`config.mk`:
```
export PLATFORM = sky130hd
export DESIGN_NAME = fib_req_scheduler
export DESIGN_NICKNAME = d
export VERILOG_FILES = /design/src/rtl/fib_req_scheduler.sv
export SDC_FILE = /design/constraint.sdc
export NUM_CORES = 1
export LEC_CHECK = 0
export CAP_MARGIN = 20
export CORE_ASPECT_RATIO = 0.75
export CORE_UTILIZATION = 51
export DETAILED_ROUTE_END_ITERATION = 8
export HOLD_SLACK_MARGIN = 0.06
export PLACE_DENSITY = 0.89
export SLEW_MARGIN = 20
export SYNTH_ARGS = -nofsm -noshare
export SYNTH_HDL_FRONTEND = slang
export SYNTH_SLANG_ARGS = --single-unit
```
`constraint.sdc`:
```
create_clock -name clk -period 2.5 [get_ports clk]
set_clock_uncertainty 0.05 [all_clocks]
set_input_delay 0.375 -clock clk [delete_from_list [all_inputs] [get_ports clk]]
set_output_delay 0.375 -clock clk [all_outputs]
set_load 0.005 [all_outputs]
```
`src/rtl/fib_req_scheduler.sv`:
```
// fib_req_scheduler: round-robin arbiter feeding an iterative Fibonacci engine with a
// saturating 32-bit result and a valid/ready response port.
module fib_req_scheduler #(
  parameter int NREQ = 4,
  localparam int IW = (NREQ > 1) ? $clog2(NREQ) : 1
) (
  input  logic                 clk,
  input  logic                 rst,
  input  logic [NREQ-1:0]      req_valid,
  input  logic [6*NREQ-1:0]    req_n,
  output logic [NREQ-1:0]      req_ready,
  output logic                 rsp_valid,
  input  logic                 rsp_ready,
  output logic [IW-1:0]        rsp_id,
  output logic [31:0]          rsp_data,
  output logic                 rsp_ovf,
  output logic                 busy,
  output logic [5:0]           cnt
);
  typedef enum logic [1:0] {IDLE, CALC, RESP} state_t;
  state_t state_q, state_d;
  logic [IW-1:0] ptr_q, ptr_d, id_q, id_d, gnt;
  logic [5:0] n_q, n_d, cnt_q, cnt_d;
  logic [31:0] a_q, a_d, b_q, b_d, data_q, data_d;
  logic ovf_q, ovf_d, found;
  int unsigned idx;
  always_comb begin
    found = 1'b0;
    gnt = '0;
    idx = 0;
    for (int i = 0; i < NREQ; i++) begin
      idx = (int'(ptr_q) + i) % NREQ;
      if (!found && req_valid[IW'(idx)]) begin
        found = 1'b1;
        gnt = IW'(idx);
      end
    end
  end
  assign req_ready = (state_q == IDLE && found && !rst) ? (NREQ'(1) << gnt) : '0;
  always_comb begin
    state_d = state_q;
    ptr_d = ptr_q;
    id_d = id_q;
    n_d = n_q;
    cnt_d = cnt_q;
    a_d = a_q;
    b_d = b_q;
    data_d = data_q;
    ovf_d = ovf_q;
    case (state_q)
      IDLE: if (found) begin
        state_d = CALC;
        ptr_d = (gnt == IW'(NREQ - 1)) ? '0 : gnt + 1'b1;
        id_d = gnt;
        n_d = req_n[6*int'(gnt) +: 6];
        cnt_d = '0;
        a_d = '0;
        b_d = 32'd1;
      end
      CALC: if (n_q >= 6'd48) begin
        // F(48) and beyond do not fit in 32 bits: saturate without iterating
        state_d = RESP;
        data_d = '1;
        ovf_d = 1'b1;
      end else if (cnt_q == n_q) begin
        state_d = RESP;
        data_d = a_q;
        ovf_d = 1'b0;
      end else begin
        a_d = b_q;
        b_d = a_q + b_q;
        cnt_d = cnt_q + 6'd1;
      end
      RESP: if (rsp_ready) state_d = IDLE;
      default: state_d = IDLE;
    endcase
  end
  always_ff @(posedge clk) begin
    if (rst) begin
      state_q <= IDLE;
      ptr_q <= '0;
      id_q <= '0;
      n_q <= '0;
      cnt_q <= '0;
      a_q <= '0;
      b_q <= 32'd1;
      data_q <= '0;
      ovf_q <= 1'b0;
    end else begin
      state_q <= state_d;
      ptr_q <= ptr_d;
      id_q <= id_d;
      n_q <= n_d;
      cnt_q <= cnt_d;
      a_q <= a_d;
      b_q <= b_d;
      data_q <= data_d;
      ovf_q <= ovf_d;
    end
  end
  assign rsp_valid = (state_q == RESP);
  assign busy = (state_q != IDLE);
  assign rsp_id = id_q;
  assign rsp_data = data_q;
  assign rsp_ovf = ovf_q;
  assign cnt = cnt_q;
endmodule

```
**Wiring by layer**

Drawn at 2 px/um.
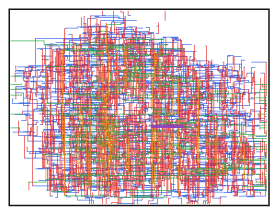
M3 -> green  # wire length 2640 um
M2 -> red  # wire length 10100 um
M4 -> orange  # wire length 1610 um
M5 -> purple  # wire length 14.7 um
M1 -> blue  # wire length 8370 um
post-detailed-routing wire length: 22770 um
number of vias in the routed layout: 7096

**Met3 routing**

Drawn at 2 px/um. Cells faint in the background.
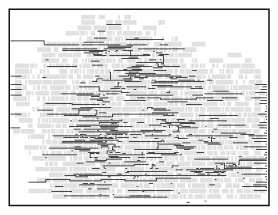
main direction = horizontal
longest straight run = 73.6 um
met3 GRT Util: 9.416%

==> out/qor.txt <==
area growth from synthesis to layout -> 38.92%
critical path start-end classification -> reg -> reg
CTS Root Cell -> sky130_fd_sc_hd__clkbuf_16
worst-path fanout max -> 5
setup violation total in the final timing report -> 19
worst setup slack after placement -> -0.5842 ns
fraction of power consumed by combinational cells -> 37.9%
GPL Wtd Cong -> 0.9472
leakage power -> 3.376 nW
count of flip-flops with a built-in enable after synthesis -> 0
count of antenna diodes in the layout -> 0
final critical-path setup slack -> -0.2263 ns
wire length of the first global-routing pass -> 32440 um
violated checks -> negative setup slack
post-synth area from yosys stat -> 6178 sq um
Post-layout nets -> 982
WP data required -> 2.77 ns
Tool Warnings -> 32
Clock Pin Slew Worst Setup and Hold Paths -> 0.06 ns
drt wl/cell -> 20.93 um
number of standard cells reported by yosys -> 781
prevailing post-synth register cell -> sky130_fd_sc_hd__dfxtp_1
number of nets at floorplan -> 849
synthesized netlist cell count -> 781
total global-route track usage -> 32.65%
Net Sw Frac -> 36.59%
Max Fclk -> 366.8 MHz
hold crit path type -> in -> reg
Biggest consumer -> combinational logic
most common cell after layout, fill and taps aside -> sky130_fd_sc_hd__nor2_1
Comb gate area -> 4004 sq um
post-synthesis sequential area ratio -> 37.26%
Slowest-stage cell, CP -> sky130_fd_sc_hd__ha_1
startpoint kind of the worst setup timing path -> register
number of maximum-capacitance violations -> 0
effective utilization at floorplan -> 52.81%
clock net sink count -> 115
RSZ-0062 raised after global routing -> yes
post-synthesis sequential element count -> 115
Final Cycle Share -> 109.1%
via count of the first global-routing pass -> 6688
run status -> finished with violations
part of the power in the clock network -> 30.9%
**Sequential cells coloured by netlist name**

Drawn at 2 px/um. Other sequential cells in the stronger grey, the rest of the logic in the fainter grey.
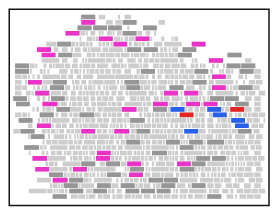
cnt -> blue  # placed flops 6, where middle right
state_q -> red  # placed flops 2
a_q -> magenta  # placed flops 32, where spread over the die
area of all sequential standard cells: 2322 sq um
fraction of standard cell area that is sequential: 27.06%
final core utilization: 73.37%
power consumed by sequential cells: 2.34 mW

[registers in the layout, indices dropped and copies added, names as in the netlist]
signal,cells
rsp_ovf,1
cnt,6
ptr_q,2
n_q,6
state_q,2
rsp_id,2
rsp_data,32
a_q,32
b_q,32
[through the flow]
step / std cells / instance area (sq um)
after floorplan: 781 / 6195
after global placement: 1043 / 7555
after detailed placement: 1043 / 7555
after CTS: 1085 / 8357
after global routing: 1088 / 8583
final: 1088 / 8583
[routing by layer]
layer	GRT usage (%)	part of all wire (%)	wire, um	up-vias
met5	0	0.061	14	-
met4	16.92	7.1	1613	2
met3	9.416	12	2640	197
met2	52.72	45	10140	578
met1	39.24	37	8366	3282
li1	-	-	-	3037
[synth_stat cells, drive strengths merged, types with 2 or more instances]
cell type,n,share of area [%]
a32o,3,0.49
a211oi,37,4.5
o2111ai,2,0.28
inv,17,1.0
nor2,107,6.5
o211ai,4,0.49
dfxtp,115,37
xnor2,20,2.8
nand3,55,4.5
and3,5,0.51
a22o,13,1.8
a21o,12,1.5
buf,8,0.53
xor2,18,2.6
nand3b,2,0.24
clkbuf,45,2.7
o22ai,4,0.40
nor4,3,0.30
nor3,12,0.97
and2,2,0.20
nor3b,5,0.61
a31oi,5,0.51
or2,2,0.20
o21a,6,0.73
o21ai,14,1.2
mux2i,12,1.9
a22oi,5,0.61
a41oi,3,0.43
o21bai,8,0.97
nor2b,10,1.0
a21oi,88,7.2
nand2,85,5.2
nand4,6,0.61
ha,36,7.3
[area by class of cell]
cell class                      instances  area share [%]
Clock buffer                           26           5.816
Sequential cell                       115           27.06
Timing Repair Buffer                  167           16.76
Inverter                               17          0.7726
Multi-Input combinational cell        596           46.65
Clock inverter                          5          0.5831
Tap cell                              162           2.362
[cell families after synthesis]
family	Yosys count	synth area share (%)
and+or+nand+nor	298	21.28
muxes	12	1.944
adders and majority gates	37	7.614
xor gates and xnor gates	38	5.387
AOI/OAI and AO/OA	211	22.22
DFF	115	37.26
buffers and inverters	70	4.293
[worst reg2reg max path: stages, from the launching register on]
cell                      delay, ns
sky130_fd_sc_hd__dfxtp_1       0.33
sky130_fd_sc_hd__ha_1          0.35
sky130_fd_sc_hd__nor2b_2       0.19
sky130_fd_sc_hd__o21a_1        0.18
sky130_fd_sc_hd__a21bo_2       0.21
sky130_fd_sc_hd__a21oi_2       0.33
sky130_fd_sc_hd__o221a_4       0.30
sky130_fd_sc_hd__a21oi_4       0.10
sky130_fd_sc_hd__buf_4         0.16
sky130_fd_sc_hd__buf_6         0.10
sky130_fd_sc_hd__xor2_1        0.14
sky130_fd_sc_hd__a22o_1        0.19
[worst paths after layout]
check / endpoint / from / slack, ns / cells after the start
max: b_q[18] / a_q[2] / -0.23 / 11
min: cnt[0] / rst / 0.37 / 2
max reg2reg: b_q[18] / a_q[2] / -0.23 / 11
min reg2reg: a_q[19] / b_q[19] / 0.42 / 2
[repair_timing]
| item | in CTS | in global routing |
|---|---|---|
| pin swaps | 29 | 21 |
| setup endpoints to repair | 19 | 23 |
| resized | 60 | 53 |
| setup buffers | 11 | 3 |
No activity file was given, so power comes from the tool's default toggle rates.
